### src/rtl/mem_access_stage.sv
// RV32I memory stage. It issues loads and stores on a req/gnt/rvalid data bus and holds the MEM->WB register.
// Latency, aligned op to WB register: store 2 edges, load 3 edges. Each gnt or rvalid wait cycle adds one edge.
// Backpressure: o_Stall_1 holds all upstream stages from the accept cycle until the completion cycle, where it drops.
// Ports:
//   clk, rstn                         : clock; asynchronous active-low reset
//   i_Valid_1 .. i_AluResult_32       : instruction controls and operands coming from the ALU stage
//   o_Stall_1                         : freezes the upstream pipeline registers
//   o_Dmem*/i_Dmem*                   : data-memory bus (req/gnt request phase, then rvalid response phase)
//   o_WbValid_1, o_WbData_32          : registered WB-stage result
//   o_Misaligned_1                    : registered one-cycle pulse for a misaligned or illegal access
module mem_access_stage (
  input  logic        clk,
  input  logic        rstn,
  input  logic        i_Valid_1,
  input  logic        i_Load_1,
  input  logic        i_Store_1,
  input  logic        i_LoadUnsigned_1,
  input  logic [1:0]  i_LoadStoreWidth_2,
  input  logic [31:0] i_Addr_32,
  input  logic [31:0] i_StoreData_32,
  input  logic [31:0] i_AluResult_32,
  output logic        o_Stall_1,
  output logic        o_DmemReq_1,
  output logic        o_DmemWe_1,
  output logic [31:0] o_DmemAddr_32,
  output logic [3:0]  o_DmemWstrb_4,
  output logic [31:0] o_DmemWdata_32,
  input  logic        i_DmemGnt_1,
  input  logic        i_DmemRvalid_1,
  input  logic [31:0] i_DmemRdata_32,
  output logic        o_WbValid_1,
  output logic [31:0] o_WbData_32,
  output logic        o_Misaligned_1
);

  typedef enum logic [1:0] {IDLE = 2'd0, REQ = 2'd1, RESP = 2'd2} state_t;

  state_t      state, state_nxt;
  logic        memop_in, misaligned_in, start_in, done_now;
  logic [3:0]  strb_in;
  logic [31:0] wdata_in;

  // Transaction context. It is captured at accept so the bus stays stable whatever upstream does.
  logic        cap_load, cap_unsigned;
  logic [1:0]  cap_width, cap_lane;
  logic [29:0] cap_word;
  logic [3:0]  cap_wstrb;
  logic [31:0] cap_wdata;

  logic [15:0] rdata_sh;
  logic [31:0] load_data;
  logic        wb_valid, misaligned_q;
  logic [31:0] wb_data;

  assign memop_in = i_Valid_1 & (i_Load_1 | i_Store_1);

  always_comb begin
    misaligned_in = 1'b0;
    case (i_LoadStoreWidth_2)
      2'b01:   misaligned_in = i_Addr_32[0];
      2'b10:   misaligned_in = |i_Addr_32[1:0];
      2'b11:   misaligned_in = 1'b1;
      default: misaligned_in = 1'b0;
    endcase
  end

  assign start_in = (state == IDLE) & memop_in & ~misaligned_in;

  // Store lane formatting. Load wins when both load and store are set, so it gets no strobes.
  always_comb begin
    strb_in  = 4'b1111;
    wdata_in = i_StoreData_32;
    case (i_LoadStoreWidth_2)
      2'b00: begin
        strb_in  = 4'b0001 << i_Addr_32[1:0];
        wdata_in = {4{i_StoreData_32[7:0]}};
      end
      2'b01: begin
        strb_in  = i_Addr_32[1] ? 4'b1100 : 4'b0011;
        wdata_in = {2{i_StoreData_32[15:0]}};
      end
      default: begin
        strb_in  = 4'b1111;
        wdata_in = i_StoreData_32;
      end
    endcase
    if (i_Load_1) strb_in = 4'b0000;
  end

  always_comb begin
    state_nxt = state;
    done_now  = 1'b0;
    case (state)
      IDLE: if (start_in) state_nxt = REQ;
      REQ: begin
        if (i_DmemGnt_1) begin
          if (cap_load) begin
            state_nxt = RESP;
          end else begin
            state_nxt = IDLE;
            done_now  = 1'b1;
          end
        end
      end
      RESP: begin
        if (i_DmemRvalid_1) begin
          state_nxt = IDLE;
          done_now  = 1'b1;
        end
      end
      default: state_nxt = IDLE;
    endcase
  end

  // Stall drops in the completion cycle, so upstream advances on the same edge that WB is written.
  assign o_Stall_1 = start_in | ((state != IDLE) & ~done_now);

  // Load extraction. The shift moves the addressed byte or half down to bit 0.
  assign rdata_sh = 16'(i_DmemRdata_32 >> {cap_lane, 3'b000});

  always_comb begin
    case (cap_width)
      2'b00:   load_data = {{24{~cap_unsigned & rdata_sh[7]}}, rdata_sh[7:0]};
      2'b01:   load_data = {{16{~cap_unsigned & rdata_sh[15]}}, rdata_sh[15:0]};
      default: load_data = i_DmemRdata_32;
    endcase
  end

  always_ff @(posedge clk or negedge rstn) begin
    if (!rstn) begin
      state        <= IDLE;
      cap_load     <= 1'b0;
      cap_unsigned <= 1'b0;
      cap_width    <= 2'b00;
      cap_lane     <= 2'b00;
      cap_word     <= 30'd0;
      cap_wstrb    <= 4'b0000;
      cap_wdata    <= 32'd0;
      wb_valid     <= 1'b0;
      wb_data      <= 32'd0;
      misaligned_q <= 1'b0;
    end else begin
      state        <= state_nxt;
      misaligned_q <= (state == IDLE) & memop_in & misaligned_in;
      if (start_in) begin
        cap_load     <= i_Load_1;
        cap_unsigned <= i_LoadUnsigned_1;
        cap_width    <= i_LoadStoreWidth_2;
        cap_lane     <= i_Addr_32[1:0];
        cap_word     <= i_Addr_32[31:2];
        cap_wstrb    <= strb_in;
        cap_wdata    <= wdata_in;
      end
      if (state == IDLE) begin
        // Only a non-memory op completes from IDLE. Memory ops either stall or are rejected as misaligned.
        wb_valid <= i_Valid_1 & ~memop_in;
        if (i_Valid_1 & ~memop_in) wb_data <= i_AluResult_32;
      end else begin
        wb_valid <= done_now;
        if (done_now) wb_data <= cap_load ? load_data : 32'd0;
      end
    end
  end

  assign o_DmemReq_1    = (state == REQ);
  assign o_DmemWe_1     = o_DmemReq_1 & ~cap_load;
  assign o_DmemAddr_32  = o_DmemReq_1 ? {cap_word, 2'b00} : 32'd0;
  assign o_DmemWstrb_4  = o_DmemReq_1 ? cap_wstrb : 4'b0000;
  assign o_DmemWdata_32 = o_DmemReq_1 ? cap_wdata : 32'd0;
  assign o_WbValid_1    = wb_valid;
  assign o_WbData_32    = wb_data;
  assign o_Misaligned_1 = misaligned_q;

endmodule

### config.mk
export PLATFORM = sky130hd
export DESIGN_NAME = mem_access_stage
export DESIGN_NICKNAME = d
export VERILOG_FILES = /design/src/rtl/mem_access_stage.sv
export SDC_FILE = /design/constraint.sdc
export NUM_CORES = 1
export LEC_CHECK = 0
export CORE_MARGIN = 4
export CORE_UTILIZATION = 39
export CTS_BUF_LIST = sky130_fd_sc_hd__clkbuf_4
export CTS_CLUSTER_DIAMETER = 200
export DETAILED_ROUTE_END_ITERATION = 10
export PLACE_DENSITY = 0.73
export REMOVE_ABC_BUFFERS = 1
export SLEW_MARGIN = 10
export SYNTH_ARGS = -nofsm -noshare
export SYNTH_HDL_FRONTEND = slang
export SYNTH_SLANG_ARGS = --single-unit
### constraint.sdc
create_clock -name clk -period 5 [get_ports clk]
set_input_delay 0.75 -clock clk [delete_from_list [all_inputs] [get_ports clk]]
set_output_delay 0.75 -clock clk [all_outputs]
set_load 0.05 [all_outputs]
Fig. 1: logic cells by family
Bar = 50 um.
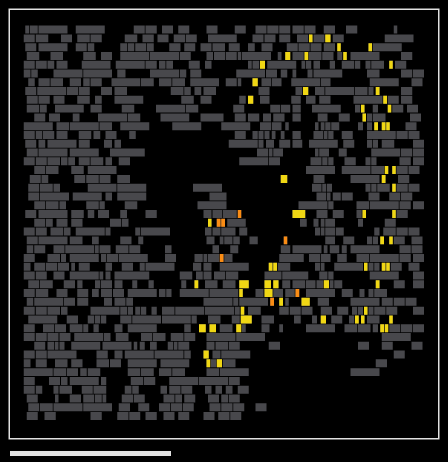
[inverters] orange | cells: 7 | most used: inv_1 | where: center
[NOR gates] yellow | cells: 61 | most used: nor2_1
most frequent logic cell in the layout: clkdlybuf4s50_1
Comb/total area: 0.356
Layout Cells excl Fill: 994

Fig. 2: signal wires by layer
Bar = 50 um.
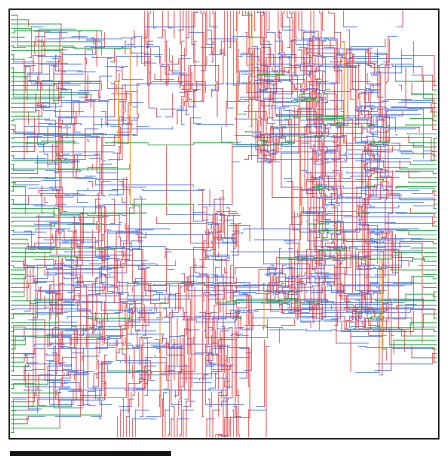
[met1] blue | wire length: 8000 um
[met4] orange | wire length: 438 um
[met2] red | wire length: 9030 um
[met3] green | wire length: 2190 um
DR WL/cell: 19.8 um
DRT Wirelength: 19.7 mm
total track usage: 0.221
vias: 5594

==> ci_impl_report.md <==
### Metrics collected by this job

| Metric | Value |
|---|---|
| Root Buffer Master | `clkbuf_4` |
| Dpl cells | `977` |
| Post-DP HPWL | `14.1 mm` |
| Setup ws final | `1.22 ns` |
| Latency at later pin | `0.49 ns` |
| RSZ-0062 raised after global routing | `no` |
| Final setup fails | `0` |
| EDFF count, synth | `0` |
| Unique cell types | `45` |
| Rel. slew slack | `0.185` |
| Post-synth area hogs | `dfrtp_1 (45%), mux2_2 (13%), and2_1 (6.9%), mux2i_1 (4.6%), a21oi_1 (4.4%)` |
| Comb gate area | `3100 um^2` |
| Non-CTS buffers | `248` |
| Sw Ratio | `0.488` |
| Status | `completed` |
| CTS Hold Bufs | `0` |
| Syn Area/Cell | `10.3 um^2` |
| Max Cap Viol | `0` |
| Reg2reg setup slack | `1.67 ns` |
| Synthesized flop and latch total | `108` |
| Power Density | `634 nW/um^2` |
| Fin crit period | `3.78 ns` |
| Worst path bufs/invs | `2` |
| Worst setup SP type | `flip-flop` |
| Layout Utilization | `0.573` |
| Crit Reg-Reg Endpoint | `o_WbData_32[22]$_DFFE_PN0P_` |
| Worst setup startpoint | `state[1]$_DFFE_PN0P_` |
| Die height | `133 um` |
| Setup slack at placement | `1.50 ns` |
| Worst VDD drop | `342 uV` |
| Max Slew Vio Count | `0` |
| Die area | `17600 um^2` |
| Worst R2R Path Depth | `8` |
| GR Layer Usage met1 | `0.274` |
| Slowest-stage cell, CP | `ha_2` |
| Most common cell in the netlist | `dfrtp_1` |
| Leak | `3.44 nW` |
| Vias in the first global route | `6030` |
| CLK BUF | `10` |
| Top cell area share | `0.447` |
| Cycle use final | `0.756` |
| Highest Signal Layer | `met4` |
| Grt met2 use | `0.350` |
| Grt met3 use | `0.0913` |
| Clock buffer depth | `2` |
| CP max stage delay | `0.89 ns` |
| First-pass GRT wire length | `31.6 mm` |
| Sequential power share | `0.291` |
| Cts repair resizes | `0` |
| Net Sw Power | `2.69 mW` |
| CP Class | `flip-flop to output port` |
| Top class by area | `combinational gates` |
| Setup crit end kind | `output port` |
| CP Cell Sequence | `inv_1 -> ha_2 -> and2_1 -> clkdlybuf4s50_1` |
| Worst setup path endpoint | `o_DmemAddr_32[14]` |
| Upper clock frequency limit | `264 MHz` |
| DR DRC count | `0` |
| Tool warning count | `27` |
| Ant. Diodes | `1` |
| Synth warnings | `0` |
| I/O pin total | `243` |
| N_taps | `188` |
| Met3 Wirelength | `2.19 mm` |
| Routed wl met2 | `9.03 mm` |
| Width of the die | `133 um` |
| Layout non-clock buf frac | `0.284` |
| Hold slack | `0.335 ns` |
| Synth async-reset ratio | `1.00` |
| Reg area | `2700 um^2` |
| TritonCTS sink count | `108` |
| Initial antenna violation count | `1` |
| Port Buffer Count | `240` |
| FFs & Latches | `108` |
| Fillers | `1288` |
| Delay-heaviest family, CP | `buffers and inverters` |
| GR peak layer | `met2` |
| Clock slew at reported path FFs | `0.17 ns` |
| Pre-Repair DR Iteration Count | `6` |
| Placement Cell Area | `8530 um^2` |
| WP data arrival | `3.03 ns` |
| Fraction of layout cells with a size suffix above 1 | `0.137` |
| WP data required | `4.25 ns` |
| Synth area leader | `dfrtp_1` |
| CTS buffer count | `9` |
| Number of stages on the worst setup path | `4` |
| Logic Gate Count | `426` |
Fig. 3: M4 wires
Bar = 50 um.
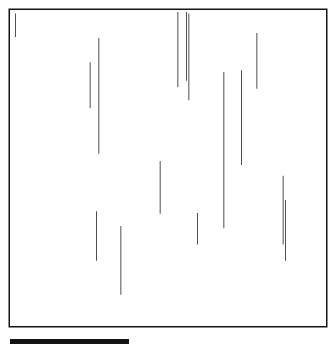
main direction: vertical
longest straight run: 65.3 um
wire length on this layer: 438 um

Fig. 4: cell classes on the final placement
Bar = 50 um. Fill, decap, tap and diode cells in gray.
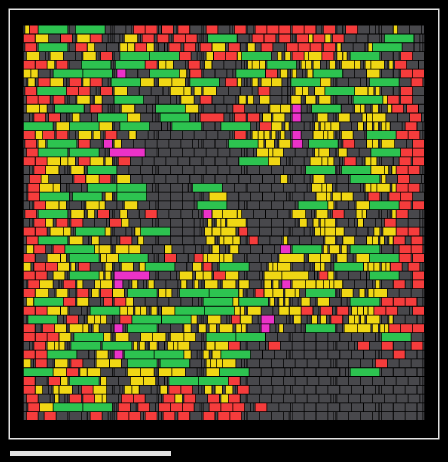
[all other logic] yellow | cells: 433 | share of their area: 37%
[clock drivers and dummy loads] magenta | cells: 16 | share of their area: 2.0%
[flops] green | cells: 108 | share of their area: 32%
[other buffers and delay cells] red | cells: 248 | share of their area: 29%
FP Rows: 45
Core Area: 15200 um^2
Design Area, Final: 8700 um^2

power groups by stage:
stage	registers, mW	clock network (mW)	logic [mW]
final	1.60	0.530	3.38
after global routing	1.66	0.582	3.58
after CTS	1.60	0.548	3.39
after detailed placement	1.62	0	3.38
after global placement	1.59	0	3.33
after floorplan	2.01	0	1.78
logic make-up (layout without fill, tap and decap cells):
logic type,after synthesis,in the layout,synth area share
and+or+nand+nor,167,167,0.142
AOI/OAI and AO/OA,156,156,0.181
DFF,108,108,0.447
muxes,98,98,0.178
buffers and inverters,57,271,0.0451
adders and majority gates,3,3,0.00621
other,1,3,0.000620
No activity file was given, so power comes from the tool's default toggle rates.
